Design spram_arbiter, sky130hd; sources not shown.
Figure 1. Clock distribution (run 1).
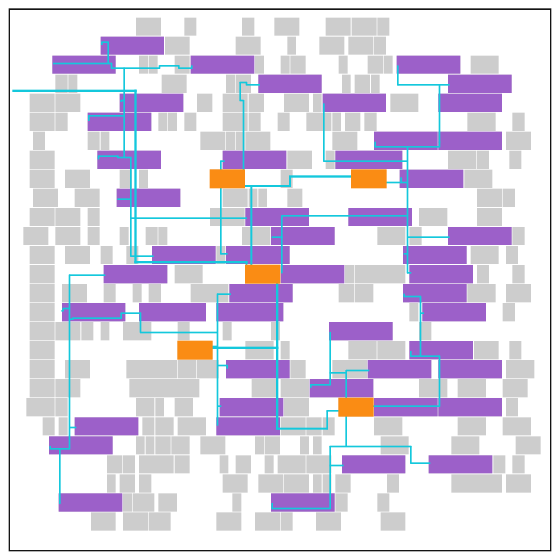
Key: orange = clock-net drivers [count 5]; purple = flip-flops [count 49]; cyan = clock wires [length 566 microns]
There are 6 routed clock nets. Position of the flops: widely spread.
skew final: 0.00544 ns
clk latency late pin: 0.30 ns
Clk pwr share: 0.227

Figure 2. Drive-strength map (run 1).
Bar = 20 microns.
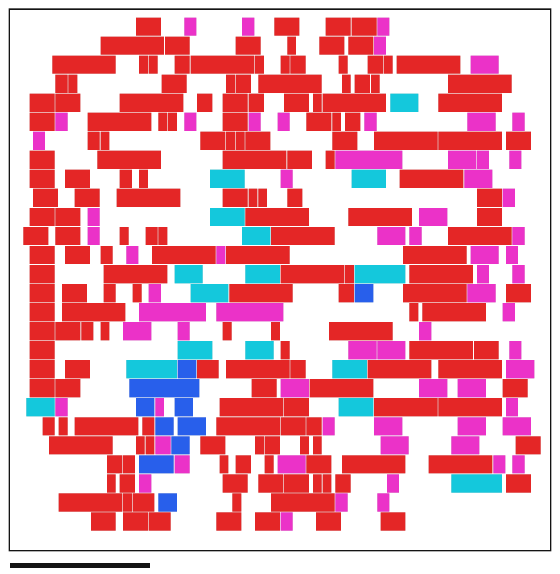
Key: magenta = x2 [cells 66]; blue = x3 and x4 [cells 10]; red = x1 and smaller [cells 185]; cyan = x6 and larger [cells 16]
non-clock buffer count: 117
setup slack after layout: -0.124 ns
Final Cell Area: 3100 sq um
area grow syn2layout: 61.2%

Figure 3. Sequential cells grouped by signal name (run 1).
Bar = 20 microns.
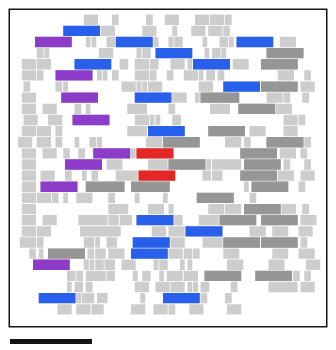
Key: red = `u_rsp_pipe.r_stage` [sequential cells 2]; blue = `mem_addr` [sequential cells 15]; purple = `mem_din` [sequential cells 8]
Another 24 sequential cells are not coloured.
Seq/total area: 0.397
Core Util, Final: 0.566
sequential cell area: 1230 sq um
P_seq: 2090 uW

==> run summary, run 1 <==
run metrics: CP Max Fanout=3, core box area=between 5000 and 6000 sq um, Reg2Reg Setup Slack=-0.05 ns, setup slack after layout=-0.124 ns, Placed Instance Area=3150 sq um, DIE AREA=5960 sq um, max reg flops=15, Area leader share=0.599, Tcrit/Tclk final=1.10, largest net degree at the start of global routing=50, number of synthesized flops with an enable pin=0, commonest cells in the netlist=dfrtp_1 (46), nor2_1 (29), mux2_2 (16), o22ai_1 (15), nand2_1 (10), status=complete, but fails checks, # nets final=336, clock root buffer=clkbuf_8, post-synth top area cell=dfrtp_1, Syn Nets=219, via count=1581, final setup violation count=12, clock sinks=just under 50, final hold violations=0, CTS Buffer Depth=2, Worst setup EP type=output port, layout cell share with drive strength beyond 1=0.332, num rows=27, vias in the first global route=1563, delay-heaviest family, CP=flip-flops, Post-DRT Antenna Nets=0, Die Y-Extent=77.2 microns, drt first pass iters=4, failing checks=setup timing, register area share after synthesis=0.640
[run 1: worst register-to-register path, delay by kind of cell (launching register included)]
kind                   cells  cell delay (ns)
buffers and inverters      2             0.31
AND-OR/OR-AND              2             0.26
AND/OR/NAND/NOR            2             0.22
flip-flops                 1             0.39
[run 1: layer usage]
layer	vias to the layer above	global-route usage	wire, microns
met5	-	0	0
met4	0	0.0642	80
met3	9	0.0548	332
met2	59	0.266	2200
met1	736	0.187	1870
li1	777	-	-
[run 1: through the flow]
| stage | hold slack (ns) | setup TNS [ns] | power (uW) | utilization |
|---|---|---|---|---|
| 2_1_floorplan | -0.0556 | 0 | 2870 | - |
| 3_3_place_gp | 0.254 | -15.44 | 3800 | 0.575 |
| 3_5_place_dp | 0.246 | -15.99 | 3820 | 0.575 |
| 4_1_cts | 0.358 | -0.876 | 4770 | 0.600 |
| 5_1_grt | 0.362 | -1.80 | 4830 | 0.566 |
| 6_report | 0.363 | -0.435 | 4570 | 0.566 |
[run 1: logic make-up after synthesis]
kind of cell | synth area share
DFF | 0.640
and+or+nand+nor | 0.0925
AOI/OAI and AO/OA | 0.0970
muxes | 0.135
buffers and inverters | 0.0352
[run 1: repair_timing]
action	4_1_cts	5_1_grt
hold buffers	1	0
resized	159	39
buffers inserted	0	0
setup endpoints to repair	73	59
endpoints found under the hold margin	46	0
[run 1: area by class of cell]
class,count,area [sq um],area share
Clock buffer,7,96.3,0.0311
Clock inverter,1,5.00,0.00162
Inverter,7,26.3,0.00848
Multi-Input combinational cell,96,637,0.206
Sequential cell,49,1230,0.397
Tap cell,72,90.1,0.0291
Timing Repair Buffer,117,1010,0.327
## Run 2: what changed since run 1
--- a/config.mk
+++ b/config.mk
@@ -9,7 +9,7 @@
 export CORE_MARGIN = 1
 export CORE_UTILIZATION = 34
 export DETAILED_ROUTE_END_ITERATION = 12
-export PLACE_DENSITY_LB_ADDON = 0.12
+export PLACE_DENSITY_LB_ADDON = 0.05
 export SLEW_MARGIN = 20
 export SYNTH_ARGS = -nofsm -noshare
 export SYNTH_HDL_FRONTEND = slang
Figure 4. Sequential cells grouped by signal name (run 2).
Bar = 20 microns.
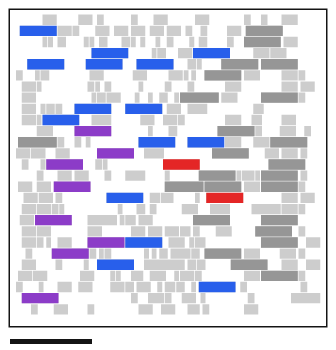
Key: blue = `mem_addr` [sequential cells 15]; purple = `mem_din` [sequential cells 8]; red = `u_rsp_pipe.r_stage` [sequential cells 2]
Seq/total area: 0.401
Core Util, Final: 0.560
P_seq: 2080 uW

Figure 5. Clock distribution (run 2).
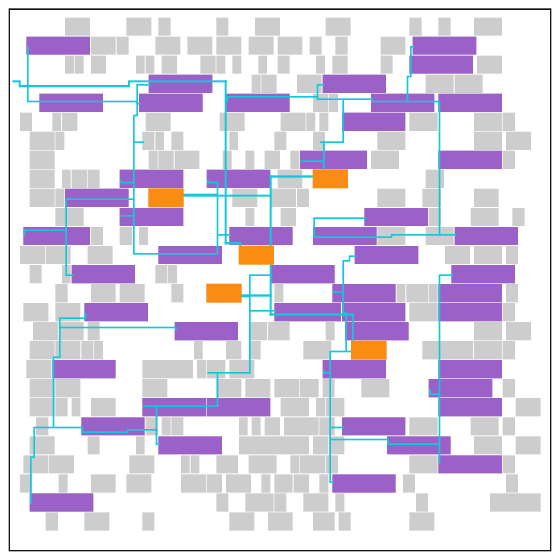
Key: orange = clock-net drivers [count 5]; cyan = clock wires [length 569 microns]; purple = flip-flops [count 49]
There are 6 routed clock nets.
skew final: 0.00655 ns
P_clk: 942 uW
Clk pwr share: 0.211

==> run 2 against run 1 <==
Against the previous run:
- the run still ends with setup timing left
- wire length is 3.0% higher
- sequential power hardly changed
- count of clock-buffer cells in the layout is 2 lower
- core utilization is 0.57 points lower
- synthesized cell count stayed put
- critical path type unchanged
- highest routed layer unchanged
==> run summary, run 2 <==
run metrics: clock sinks=49, Worst setup EP type=output port, setup TNS=-0.961 ns, final hold violations=0, vias in the first global route=1529, Syn Nets=219, CP Max Fanout=3, Final Cell Area=3070 sq um, layout cell share with drive strength beyond 1=0.336, drt first pass iters=4, sequential cell area=1230 sq um, post-synth top area cell=dfrtp_1, number of synthesized flops with an enable pin=0, setup slack after layout=-0.136 ns, delay-heaviest family, CP=flip-flops, failing checks=setup timing, met2 wire length=2440 microns, max reg flops=15, area grow syn2layout=59.6%, via count=~1600, core box area=5470 sq um, DIE AREA=5960 sq um, CTS Buffer Depth=2, Tcrit/Tclk final=1.11, met1 wire length=1840 microns, clock root buffer=clkbuf_8, Die Y-Extent=77.2 microns, clk latency late pin=0.30 ns, status=complete, but fails checks, final setup violation count=12, largest net degree at the start of global routing=50, Logic area=639 sq um, highest metal used=met4, register area share after synthesis=0.640, num rows=27, worst hold margin=0.361 ns
==> run 2: through the flow <==
stage                      util  power, uW
after CTS                 0.602       4690
after floorplan               -       2870
after detailed placement  0.575       3810
after global routing      0.560       4710
final                     0.560       4460
after global placement    0.575       3800
==> run 2: cell type report <==
class                      instances  area share
clock buffer                       5      0.0224
tap                               72      0.0294
sequential                        49       0.401
timing repair buffer             117       0.324
inverter                           7     0.00857
clock inverter                     3     0.00571
multi-input combinational         96       0.208
==> run 2: cells by family after synthesis <==
group,count (synthesis),share of synthesized area
AOI/OAI and AO/OA,28,0.0970
buffers and inverters,14,0.0352
DFF,49,0.640
muxes,24,0.135
and+or+nand+nor,44,0.0925
==> run 2: layer usage <==
metal  vias up  track usage
li1        771            -
met1       742        0.185
met2        50        0.283
met3         7       0.0536
met4         0       0.0340
met5         -            0
==> run 2: power by group through the flow <==
stage | combinational, uW | clock (uW) | sequential (uW)
2_1_floorplan | 398 | 0 | 2480
3_3_place_gp | 1680 | 0 | 2120
3_5_place_dp | 1690 | 0 | 2120
4_1_cts | 1620 | 980 | 2090
5_1_grt | 1540 | 1050 | 2120
6_report | 1440 | 942 | 2080
==> run 2: timing repair <==
item                                    4_1_cts  5_1_grt
gates cloned                                  0        0
buffers inserted                              0        0
resized                                     157       40
endpoints found under the hold margin        46        0
hold buffers                                  1        0
pin swaps                                     0        0
endpoints found under the setup margin       73       74
No activity file was given, so power comes from the tool's default toggle rates.
